Design cart_loader, sky130hd; sources not shown.
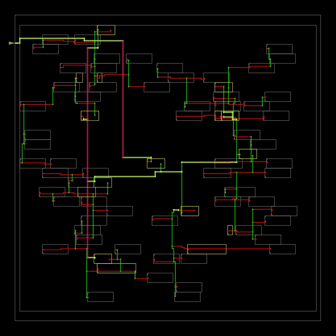
**Above:** run 1 (clock wiring as the flow saved it).
number of sequential cells: 62
worst clock skew: 5.53 ps
sink count of the clock tree: 62
number of buffers inserted during clock tree synthesis: 9
Insertion Delay late pin: 340 ps

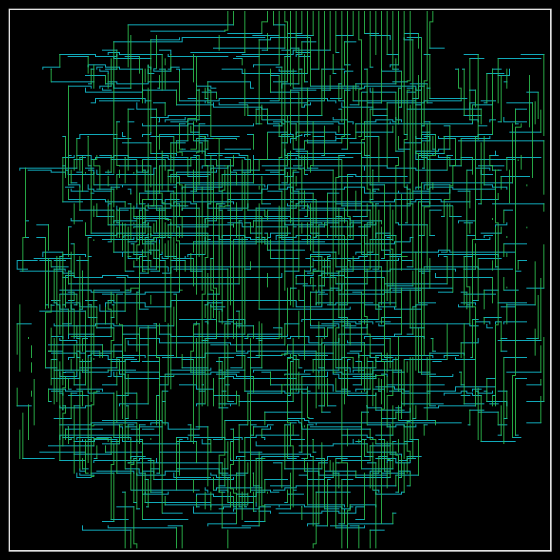
**Above:** run 1 (signal wires by layer).
Two of the layers only.
[M1] cyan | wire length: 4,380 um
[M2] green | wire length: 4,950 um
via count: 3,578
Post-Route WL: 10.1 mm
routed wirelength normalized by instance count: 15.8 um
overall routing resource usage: 0.272

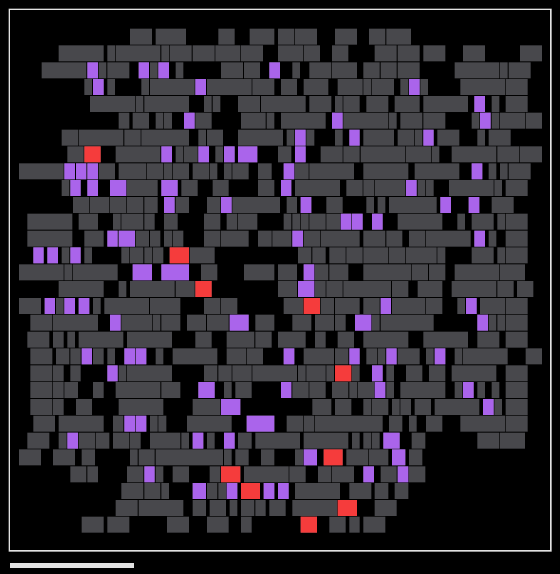
**Above:** run 1 (selected gate families).
Bar = 20 um.
[aoi and oai cells] purple | cells: 89 | most used: a21oi_1
[non-inverting ao/oa cells] red | cells: 10 | most used: a21o_1
most frequent logic cell in the layout: sky130_fd_sc_hd__nand2_1
Final Non-Filler Cells: 640
multi-input logic portion of the cell area: 0.412

==> job_summary.md, run 1 <==
## PnR job results

| Metric | Value |
|---|---|
| Result of the run | finished with violations |
| Failing checks | negative setup slack |
| Leak pwr | 0.00177 uW |
| Non-clock buffer share | 0.254 |
| Type of the setup path with the least slack | flop to flop |
| Setup repair after global routing missed its margin | yes |
| Number of hold buffers added after cts | 0 |
| FMAX | around 450 MHz |
| Leading cell types by total area after synthesis | sky130_fd_sc_hd__dfxtp_1 (37%), sky130_fd_sc_hd__a21oi_1 (8.7%), sky130_fd_sc_hd__nand2_1 (8.4%) |
| Well tap count | approximately 96 |
| Peak ir drop on the vdd network | 366 uV |
| Arrival time of data at the critical path endpoint | about 2400 ps |
| Post-synthesis share of cell area spent on and, or, nand and nor gates | 0.296 |
| Power in sequential cells | 1150 uW |
| Via count of the first global-routing pass | 3,325 |
| Maximum number of pins on one net before global-route repair | about 40 |
| CP startpoint kind | flop |
| Post-synthesis cell type with the largest instance count | sky130_fd_sc_hd__nand2_1 |
| Count of library flops with an enable pin | 0 |
| Combinational share of power | 0.147 |
| Number of diodes | 0 |
| Buffer cell driving the clock tree root | sky130_fd_sc_hd__clkbuf_8 |
| Critical path depth | 7 |
| Type of the tightest min-delay check | input port to flop |
| Number of max-cap violations | 0 |
| Clock distribution area overhead in the final layout | 0.0451 |
| Post-synth cell types | ~51 |
| Post-synth regs | about 62 |
| Final-report setup violation count | 1 |
| PD cells | ~550 mW/mm^2 |
| Main power-consuming group | sequential cells |
| Critical-path cell list | buf_6, nand4_4, or3_4, or4b_1, a32oi_1, nand4_2, a22o_1 |
| Largest logic family | simple AND/OR/NAND/NOR gates |
| 1st-pass router iterations | 7 |
| Worst path bufs/invs | 1 |
| H-tree lvl count | 3 |
| Core area | 0.00691 mm^2 |
| Setup slack of the critical path after layout | -5.31 ps |
| Number of antenna violations at the first check in global routing | 0 |
| Multi-input combinational cell count | 325 |
| MUX area fraction | 0.0505 |
| Top Family by Delay on Critical Path | simple AND/OR/NAND/NOR gates |
| Average cell area after synthesis | around 7.8 um^2 |
| Sequential Power Share | 0.435 |
| Final number of max-transition violations | 0 |
| Ports | around 86 |
| Internal power component | approximately 2000 uW |
| Cell type of the slowest stage on the worst timing path | sky130_fd_sc_hd__or4b_1 |
run 1: metrics by stage:
| stage | hold slack (ps) | area [um^2] | TNS [ps] |
|---|---|---|---|
| after CTS | 322 | 4720 | -30.0 |
| after detailed placement | 447 | 4490 | -92.4 |
| after global placement | 440 | 4490 | -30.6 |
| after floorplan | 318 | 3340 | 0 |
| final | 342 | 4770 | -5.31 |
| after global routing | 356 | 4770 | -304 |
run 1: repair_timing:
action	4_1_cts	5_1_grt
pin swaps	4	5
gates resized	5	10
buffers inserted	0	1
setup endpoints to repair	4	5
cloned	0	1
run 1: cells in the final DEF (no fill, tap or decap), types with 4 or more instances in the layout:
cell type	count
sky130_fd_sc_hd__nand3b_1	10
sky130_fd_sc_hd__xor2_1	8
sky130_fd_sc_hd__or4_1	5
sky130_fd_sc_hd__nor3_1	10
sky130_fd_sc_hd__o21ai_0	14
sky130_fd_sc_hd__and3_1	5
sky130_fd_sc_hd__nand2_1	75
sky130_fd_sc_hd__a21oi_1	58
sky130_fd_sc_hd__dfxtp_1	58
sky130_fd_sc_hd__nand3_1	16
sky130_fd_sc_hd__nor2b_1	5
sky130_fd_sc_hd__or3_1	5
sky130_fd_sc_hd__nand4_1	7
sky130_fd_sc_hd__clkdlybuf4s50_1	69
sky130_fd_sc_hd__inv_1	5
sky130_fd_sc_hd__clkbuf_8	10
sky130_fd_sc_hd__xnor2_1	12
sky130_fd_sc_hd__buf_4	65
sky130_fd_sc_hd__nor2_1	23
sky130_fd_sc_hd__nor4_1	6
sky130_fd_sc_hd__nand2b_1	4
sky130_fd_sc_hd__mux2_2	15
run 1: routing by layer:
layer,share of wire,GRT usage
met5,0,0
met4,0.018,0.109
met3,0.060,0.0502
met2,0.49,0.459
met1,0.43,0.343
**Run 1: sequential cells grouped by signal name**

Bar = 20 um.
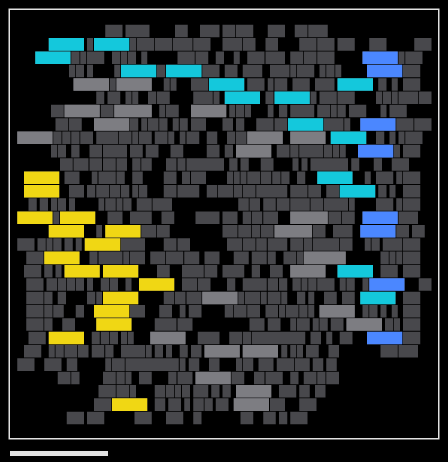

## Run 2: what changed since run 1
Settings changed: PLACE_DENSITY 0.79 to unset, PLACE_DENSITY_LB_ADDON set to 0.2, TNS_END_PERCENT set to 50.
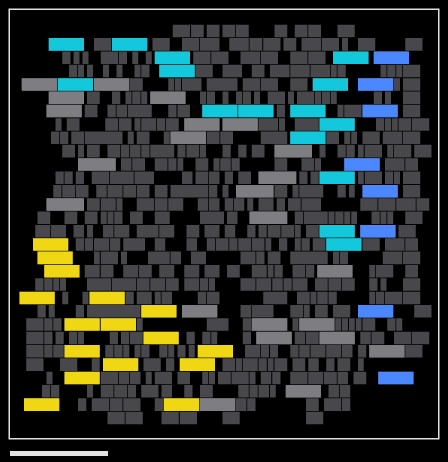
**Above:** run 2 (sequential cells grouped by signal name).
Bar = 20 um.
[`cart_a`] cyan | placed flops: 15
[`cart_din`] blue | placed flops: 8
[`len_q`] yellow | placed flops: 16 | where: bottom left
not coloured: 23
utilization after layout: 0.682
power in sequential cells: 1150 uW
area taken by flip-flops and latches: 0.00125 mm^2
sequential portion of the cell area: 0.265

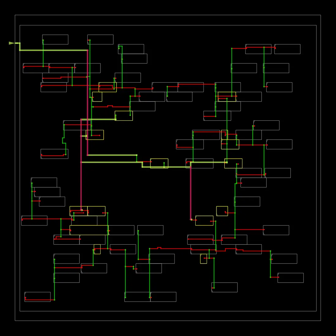
**Above:** run 2 (clock wiring as the flow saved it).
Insertion Delay late pin: 330 ps
worst clock skew: 9.78 ps
clkbuf count: 10
clk pwr: 1010 uW

==> job_summary.md, run 2 <==
## PnR job results

| Metric | Value |
|---|---|
| PD cells | 539 mW/mm^2 (-2.5%) |
| Number of antenna violations at the first check in global routing | 0 (unchanged) |
| Failing checks | negative setup slack |
| Routed wirelength normalized by instance count | 15.3 um (-3.3%) |
| Number of diodes | 0 (unchanged) |
| Ports | 86 (unchanged) |
| Count of library flops with an enable pin | 0 (unchanged) |
| Number of max-cap violations | 0 (unchanged) |
| FMAX | 448 MHz (-1.1%) |
| Post-Route WL | 9.70 mm (-4.2%) |
| H-tree lvl count | 3 (unchanged) |
| Type of the setup path with the least slack | flop to flop |
| Final-report setup violation count | 1 (unchanged) |
| Post-synth cell types | 51 (unchanged) |
| Post-Route Hold Slack | 361 ps (+18.7 ps) |
| Total placed instance area | 0.00444 mm^2 (-1.0%) |
| Post-synthesis cell type with the largest instance count | sky130_fd_sc_hd__nand2_1 |
| Type of the tightest min-delay check | input port to flop |
| Final number of max-transition violations | 0 (unchanged) |
| Maximum number of pins on one net before global-route repair | 39 (-2.5%) |
| Critical-path cell list | ha_2, nand3_1, buf_4, nor4_4, xnor2_1, nor4_2, nand4_2, a22o_1 |
| Post-route design area | 0.00471 mm^2 (-1.3%) |
| Peak ir drop on the vdd network | 405 uV (+11%) |
| Setup slack of the critical path after layout | -30.6 ps (-25.3 ps) |
| Most instantiated logic cells after routing | sky130_fd_sc_hd__nand2_1 (75), sky130_fd_sc_hd__clkdlybuf4s50_1 (69), sky130_fd_sc_hd__buf_4 (61), sky130_fd_sc_hd__a21oi_1 (58), sky130_fd_sc_hd__dfxtp_1 (56) |
| Via count | 3,499 (-2.2%) |
| Arrival time of data at the critical path endpoint | 2460 ps (+20 ps) |
| Leak pwr | 0.00173 uW (-2.3%) |
| Post-synth regs | 62 (unchanged) |
| Buffer cell driving the clock tree root | sky130_fd_sc_hd__clkbuf_8 |
| Sink count of the clock tree | 62 (unchanged) |
| Result of the run | finished with violations |
| Via count of the first global-routing pass | 3,215 (-3.3%) |
| Final Non-Filler Cells | 634 (-0.94%) |
-- run 2: cell types whose count changed in the layout (fill, tap and decap cells not counted), sizes merged --
cell and change:
clkinvlp +1, inv -2, bufinv -1, buf -6
clkinv +2
-- run 2: worst max-delay path: cells and delay by family, from the launching register on --
| kind | cells | cell delay, ps |
|---|---|---|
| and+or+nand+nor | 4 | 980 |
| AOI/OAI and AO/OA | 1 | 260 |
| buffers and inverters | 1 | 170 |
| adders and majority gates | 1 | 200 |
| DFF | 1 | 390 |
| xor gates and xnor gates | 1 | 130 |
-- run 2: logic make-up (layout without fill, tap and decap cells) --
logic type	count (synthesis)	in the layout	share of synthesized area
xor+xnor	20	20	0.0524
compound gates	99	99	0.171
mux	15	15	0.0505
simple gates	190	190	0.296
flops	62	62	0.371
fa+ha+maj	1	1	0.00374
buf+inv	39	151	0.0550
-- run 2: per-layer routing --
metal / share of wire / routed length (um) / global-route usage
met5: 0 / 0 / 0
met4: 0.0087 / 84 / 0.0730
met3: 0.071 / 692 / 0.0616
met2: 0.48 / 4690 / 0.427
met1: 0.44 / 4240 / 0.331
-- run 2: area by class of cell --
type / instances / area, um^2
Fill cell: 593 / 2190
Multi-Input combinational cell: 325 / 1970
Sequential cell: 62 / 1250
Timing Repair Buffer: 132 / 1160
Clock buffer: 10 / 138
Tap cell: 96 / 120
Clock inverter: 6 / 61.3
Inverter: 3 / 11.3
-- run 2: report_power, final --
group | switching [uW] | total, uW | internal (uW) | leakage [uW]
registers | 13.2 | 1150 | 1130 | 0.000504
logic | 215 | 385 | 169 | 0.00113
clock network | 457 | 1010 | 550 | 0.000102
total | 685 | 2540 | 1850 | 0.00173
-- run 2: repair_timing --
item,4_1_cts,5_1_grt
pin swaps,3,3
gates resized,6,9
gates cloned,0,0
setup buffers,0,2
setup endpoints to repair,4,5
hold buffers,0,0
Power is estimated from default activity; no workload was simulated.
